==> config.mk <==
export PLATFORM = sky130hd
export DESIGN_NAME = wb_write_arbiter
export DESIGN_NICKNAME = d
export VERILOG_FILES = /design/src/rtl/wb_write_arbiter_pkg.sv /design/src/rtl/wb_long_fifo.sv /design/src/rtl/wb_write_arbiter.sv
export SDC_FILE = /design/constraint.sdc
export NUM_CORES = 1
export LEC_CHECK = 0
export CAP_MARGIN = 15
export CORE_ASPECT_RATIO = 1.2
export CORE_MARGIN = 4
export CORE_UTILIZATION = 58
export DETAILED_ROUTE_END_ITERATION = 10
export GPL_ROUTABILITY_DRIVEN = 0
export GPL_TIMING_DRIVEN = 1
export PLACE_DENSITY = 0.95
export SLEW_MARGIN = 40
export SYNTH_ARGS = -nofsm -noshare
export SYNTH_HDL_FRONTEND = slang
export SYNTH_SLANG_ARGS = --single-unit
==> constraint.sdc <==
create_clock -name CLK -period 8.5 [get_ports CLK]
set_clock_uncertainty 0.15 [all_clocks]
set_input_delay 0.85 -clock CLK [delete_from_list [all_inputs] [get_ports CLK]]
set_output_delay 0.85 -clock CLK [all_outputs]
set_load 0.005 [all_outputs]
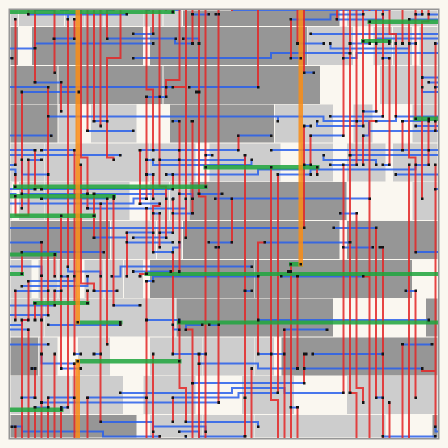
Run 1: layout detail
Region (50, 31) to (80, 61) um. Cells in gray, sequential cells in the stronger gray; small squares are vias.
[red] M2
[green] M3
[blue] M1
[orange] M4
sequential cells in the window: 14
most frequent: edfxtp_1 (10), nor2_1 (6), clkdlybuf4s50_1 (6)
cells with their middle in the window: 56

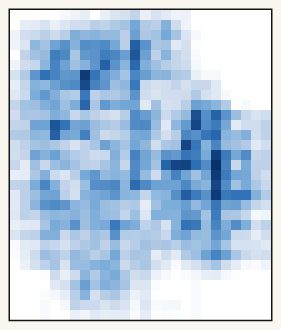
Run 1: wire density map
Scale: 2 px per um. The die is cut into 26 by 31 equal tiles; white is low, dark blue is high, scaled to the fullest tile. Values are wire area over tile area, all layers added.
emptiest ninth of the die: upper right
densest ninth of the die: middle right
nearly empty tiles: 17%
mean over tiles: 0.26
tiles over half the peak: 21%
fullest tile: 0.82
GRT Util Overall: 0.2946
routed vias: 8035
final WL: 29.77 mm
DR WL/cell: 25.66 um

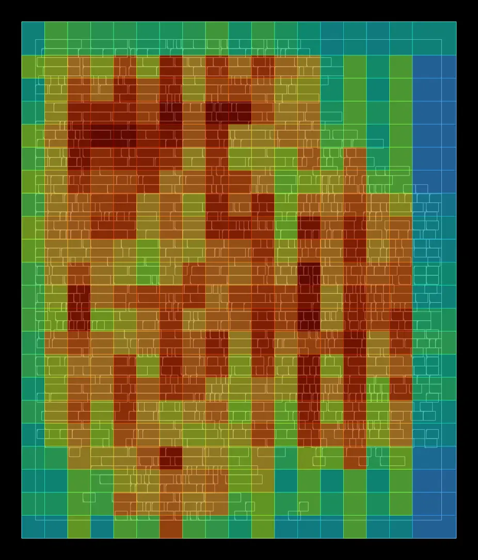
Run 1: track usage over the die
GR met1 Demand/Resource: 0.3715
met3 GRT Util: 0.06010
GR Util met2: 0.4892
GR peak layer: met2

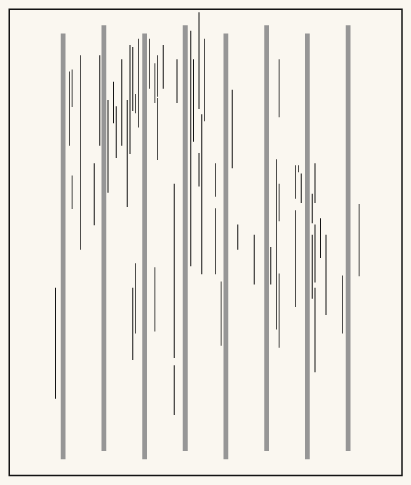
Run 1: metal 4
Scale: 3 px per um. Supply wires on this layer in gray.
share of all routed wire: 4.5%
nets with wire on the layer: 49
main direction: vertical
longest straight run: 78.2 um

==> impl_metrics.env, run 1 <==
# implementation run metrics
export IMPL_status="finished, final reports clean"
export IMPL_power_density_nw_per_um2=260.8
export IMPL_drive_above_1_share=0.1319
export IMPL_hold_viol_final=0
export IMPL_top_cells_by_area="edfxtp_1 (43%), dfxtp_1 (16%), mux4_2 (12%)"
export IMPL_warning_count=29
export IMPL_synthCells=795
export IMPL_logic_gate_count=495
export IMPL_placedCellCount=1120
export IMPL_hold_depth=2
export IMPL_cts_sinks=233
export IMPL_yosys_area_um2=10440
export IMPL_p_seq_frac=0.437
export IMPL_common_cells="edfxtp_1 (148), dfxtp_1 (85), nor2_1 (71)"
export IMPL_place_area_um2=12090
export IMPL_cts_tree="yes"
export IMPL_drc=0
export IMPL_nets=1015
export IMPL_path_clk_slew_ps=60
export IMPL_clk_latency_ps=520
export IMPL_yosysMostFrequentCell="edfxtp_1"
export IMPL_irDropWorstVdd_mv=0.2380
export IMPL_async_reset_ff_frac=0
export IMPL_cts_root_buffer="clkbuf_16"
export IMPL_htree_levels=1
export IMPL_fp_nets=886
export IMPL_place_hpwl_mm=18.26
export IMPL_max_cap_viol_count=0
export IMPL_antennaDiodeCount=0
export IMPL_fin_cells=1160
export IMPL_start_kind="input port"
export IMPL_wl_met2_mm=15.14
export IMPL_sh_seq_area=0.4816
export IMPL_crit_path_top_delay_cell="nand2_2"
export IMPL_reg2reg_depth=9
export IMPL_core_um2=17570
export IMPL_max_freq_mhz=255.7
export IMPL_crit_buf_inv=5
export IMPL_buf_share=0.1271
export IMPL_flop_area_um2=6151
export IMPL_area_delta_synth_final_pct=22.40
export IMPL_p_int_uw=2291
export IMPL_clock_buffers=29
export IMPL_lay_top_count="clkdlybuf4s50_1"
export IMPL_dr_pass1_iters=7
export IMPL_num_tap_cells=220
export IMPL_inv_count=8
export IMPL_avgSynthCellArea_um2=13.13
export IMPL_rows=53
export IMPL_comb_area_um2=4014
export IMPL_cp_depth=11
export IMPL_utilization=0.7268
export IMPL_flop_count=233
export IMPL_top_area_frac=0.4259
export IMPL_p_switching_uw=1041
export IMPL_slew_headroom=0.4295
export IMPL_comb_area_share=0.3143
export IMPL_crit_type="in2reg"
export IMPL_ios=160
export IMPL_yosysTopAreaCell="edfxtp_1"
export IMPL_num_fill_cells=1035
export IMPL_numCtsBuffers=22
export IMPL_timing_hold_ws_ps=332.2
export IMPL_final_setup_tns_ps=0
export IMPL_first_iter_violations=1161
export IMPL_power_leakage_uw=0.004288
export IMPL_largest_reg_flops=148
export IMPL_clock_power_share=0.280
export IMPL_power_frac_comb=0.283
export IMPL_ys_cells=795
export IMPL_drt_vias_per_instance=6.927
export IMPL_buffers_excl_clock=164
export IMPL_final_layout_top_logic_cells="clkdlybuf4s50_1 (157), edfxtp_1 (148), dfxtp_1 (83)"
export IMPL_post_cts_repair_setup_buffers=0
export IMPL_detailedPlace_worstSlack_ps=3844
export IMPL_p_sw_frac=0.3124
export IMPL_rsz0062_at_grt="false"
export IMPL_synth_cell_type_count=55
export IMPL_io_buffers=159
export IMPL_overflow=0
export IMPL_path_common_cell="inv_1"
export IMPL_finalWorstSetupSlack_ps=4589
export IMPL_die_w_um=130.4
export IMPL_ff2ff_setup_slack_ps=4740
==> run 1: cell families after synthesis <==
logic type | Yosys count | synth area share
fa+ha+maj | 7 | 0.009113
mux | 78 | 0.1420
simple gates | 246 | 0.1136
buf+inv | 67 | 0.02962
compound gates | 158 | 0.1118
xor+xnor | 6 | 0.005037
flops | 233 | 0.5890
==> run 1: power by group through the flow <==
| stage | Combinational (uW) | Sequential, uW | Clock [uW] |
|---|---|---|---|
| after floorplan | 624 | 1430 | 0 |
| final | 942 | 1460 | 933 |
| after global routing | 1000 | 1470 | 992 |
| after detailed placement | 912 | 1470 | 0 |
| after global placement | 872 | 1460 | 0 |
| after CTS | 936 | 1450 | 936 |
==> run 2: changes to the inputs <==
--- a/config.mk
+++ b/config.mk
@@ -8,11 +8,11 @@
 export CAP_MARGIN = 15
 export CORE_ASPECT_RATIO = 1.2
 export CORE_MARGIN = 4
-export CORE_UTILIZATION = 58
+export CORE_UTILIZATION = 54
 export DETAILED_ROUTE_END_ITERATION = 10
 export GPL_ROUTABILITY_DRIVEN = 0
 export GPL_TIMING_DRIVEN = 1
-export PLACE_DENSITY = 0.95
+export PLACE_DENSITY = 0.92
 export SLEW_MARGIN = 40
 export SYNTH_ARGS = -nofsm -noshare
 export SYNTH_HDL_FRONTEND = slang
==> constraint.sdc (replaced) <==
create_clock -name CLK -period 3.97 [get_ports CLK]
set_clock_uncertainty 0.15 [all_clocks]
set_input_delay 0.397 -clock CLK [delete_from_list [all_inputs] [get_ports CLK]]
set_output_delay 0.397 -clock CLK [all_outputs]
set_load 0.005 [all_outputs]
==> impl_metrics.env, run 2 <==
# implementation run metrics
export IMPL_status="finished, final reports clean"
export IMPL_htree_levels=1
export IMPL_clk_latency_ps=500
export IMPL_power_leakage_uw=0.004380
export IMPL_top_area_frac=0.4259
export IMPL_place_area_um2=12180
export IMPL_largest_reg_flops=148
export IMPL_overflow=0
export IMPL_ys_warn_count=0
export IMPL_cts_root_buffer="clkbuf_16"
export IMPL_synthTopLogicFamily="multiplexers"
export IMPL_synth_cell_type_count=55
export IMPL_placedCellCount=1164
export IMPL_drive_above_1_share=0.1379
export IMPL_fin_cells=1207
export IMPL_rsz0062_at_grt="false"
export IMPL_ios=160
export IMPL_warning_count=29
export IMPL_irDropWorstVdd_mv=0.4812
export IMPL_yosysMostFrequentCell="edfxtp_1"
export IMPL_first_iter_violations=1133
export IMPL_dr_pass1_iters=6
export IMPL_ys_sh_xor=0.005036
export IMPL_die_w_um=134.9
export IMPL_yosysTopAreaCell="edfxtp_1"
export IMPL_io_buffers=159
export IMPL_post_cts_repair_setup_buffers=0
export IMPL_async_reset_ff_frac=0
export IMPL_utilization=0.6869
export IMPL_crit_type="reg2reg"
export IMPL_avgSynthCellArea_um2=13.13
export IMPL_final_layout_top_logic_cells="clkdlybuf4s50_1 (157), edfxtp_1 (148), dfxtp_1 (83)"
export IMPL_timing_hold_ws_ps=228.2
export IMPL_synthAdderAreaFrac=0.009113
export IMPL_rows=55
export IMPL_common_cells="edfxtp_1 (148), dfxtp_1 (85), nor2_1 (71)"
export IMPL_numCtsBuffers=23
export IMPL_muxShareOfSynthArea=0.1420
export IMPL_ys_cells=795
export IMPL_drc=0
export IMPL_hold_viol_final=0
export IMPL_synthCells=795
export IMPL_vias=7915
export IMPL_drt_vias_per_instance=6.558
export IMPL_power_density_nw_per_um2=574.4
export IMPL_yosys_area_um2=10440
export IMPL_worstPathCellList="or3b_2, and2_0, buf_4, nand2_1, ha_1, inv_1, fa_1, xor2_1, or3_1, a21oi_1"
export IMPL_hold_depth=2
export IMPL_synth_compound_area_share=0.1118
export IMPL_place_hpwl_mm=18.09
export IMPL_core_um2=18920
export IMPL_reg2reg_depth=10
export IMPL_numSynthFlops=233
export IMPL_detailedPlace_worstSlack_ps=909.8
export IMPL_area_delta_synth_final_pct=24.58
export IMPL_crit_path_top_delay_cell="or3b_2"
export IMPL_top_cells_by_area="edfxtp_1 (43%), dfxtp_1 (16%), mux4_2 (12%)"
export IMPL_lay_top_count="clkdlybuf4s50_1"
export IMPL_wirelength_mm=29.03
export IMPL_max_freq_mhz=343.3
export IMPL_max_cap_viol_count=0
export IMPL_start_kind="flop"
export IMPL_crit_buf_inv=2
export IMPL_drv_slew=0
export IMPL_wl_per_cell_um=24.05
export IMPL_ff2ff_setup_slack_ps=1060
export IMPL_nets=1024
export IMPL_simple_gate_share=0.1135
export IMPL_finalWorstSetupSlack_ps=1057
export IMPL_slew_headroom=0.4972
export IMPL_cts_tree="yes"
==> run 2: cell type report <==
cell class	instances	area, um^2
timing repair buffer	172	1682
clock inverter	15	224.0
tap	256	320.3
sequential	233	6148
antenna	1	2.502
multi-input combinational	495	4003
inverter	8	30.03
fill	1245	5924
clock buffer	27	590.6
==> run 2: layer usage <==
metal | global-route usage | share of wire | vias to the layer above
met5 | 0 | 0.00045 | -
met4 | 0.09213 | 0.030 | 2
met3 | 0.04789 | 0.10 | 91
met2 | 0.4458 | 0.51 | 583
met1 | 0.3335 | 0.36 | 3870
li1 | - | - | 3369
==> run 2: report_power, final <==
group / switching (uW) / internal, uW
Combinational: 1080 / 925
Sequential: 210 / 2910
Clock: 933 / 1410
Total: 2220 / 5250
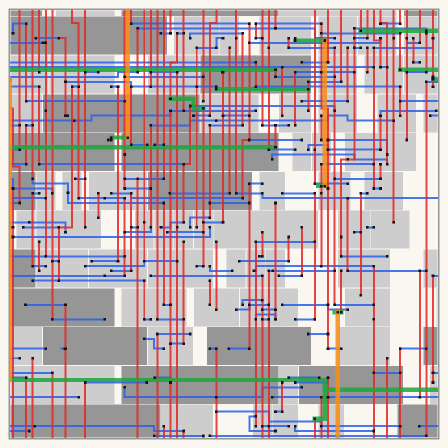
Run 2: layout detail
Region (52, 33) to (82, 63) um. Cells in gray, sequential cells in the stronger gray; small squares are vias.
[orange] M4
[green] M3
[red] M2
[blue] M1
sequential cells in the window: 12
most frequent: inv_1 (7)
cells with their middle in the window: 68

Power figures rest on the tool's default switching activity, not on a simulated workload.
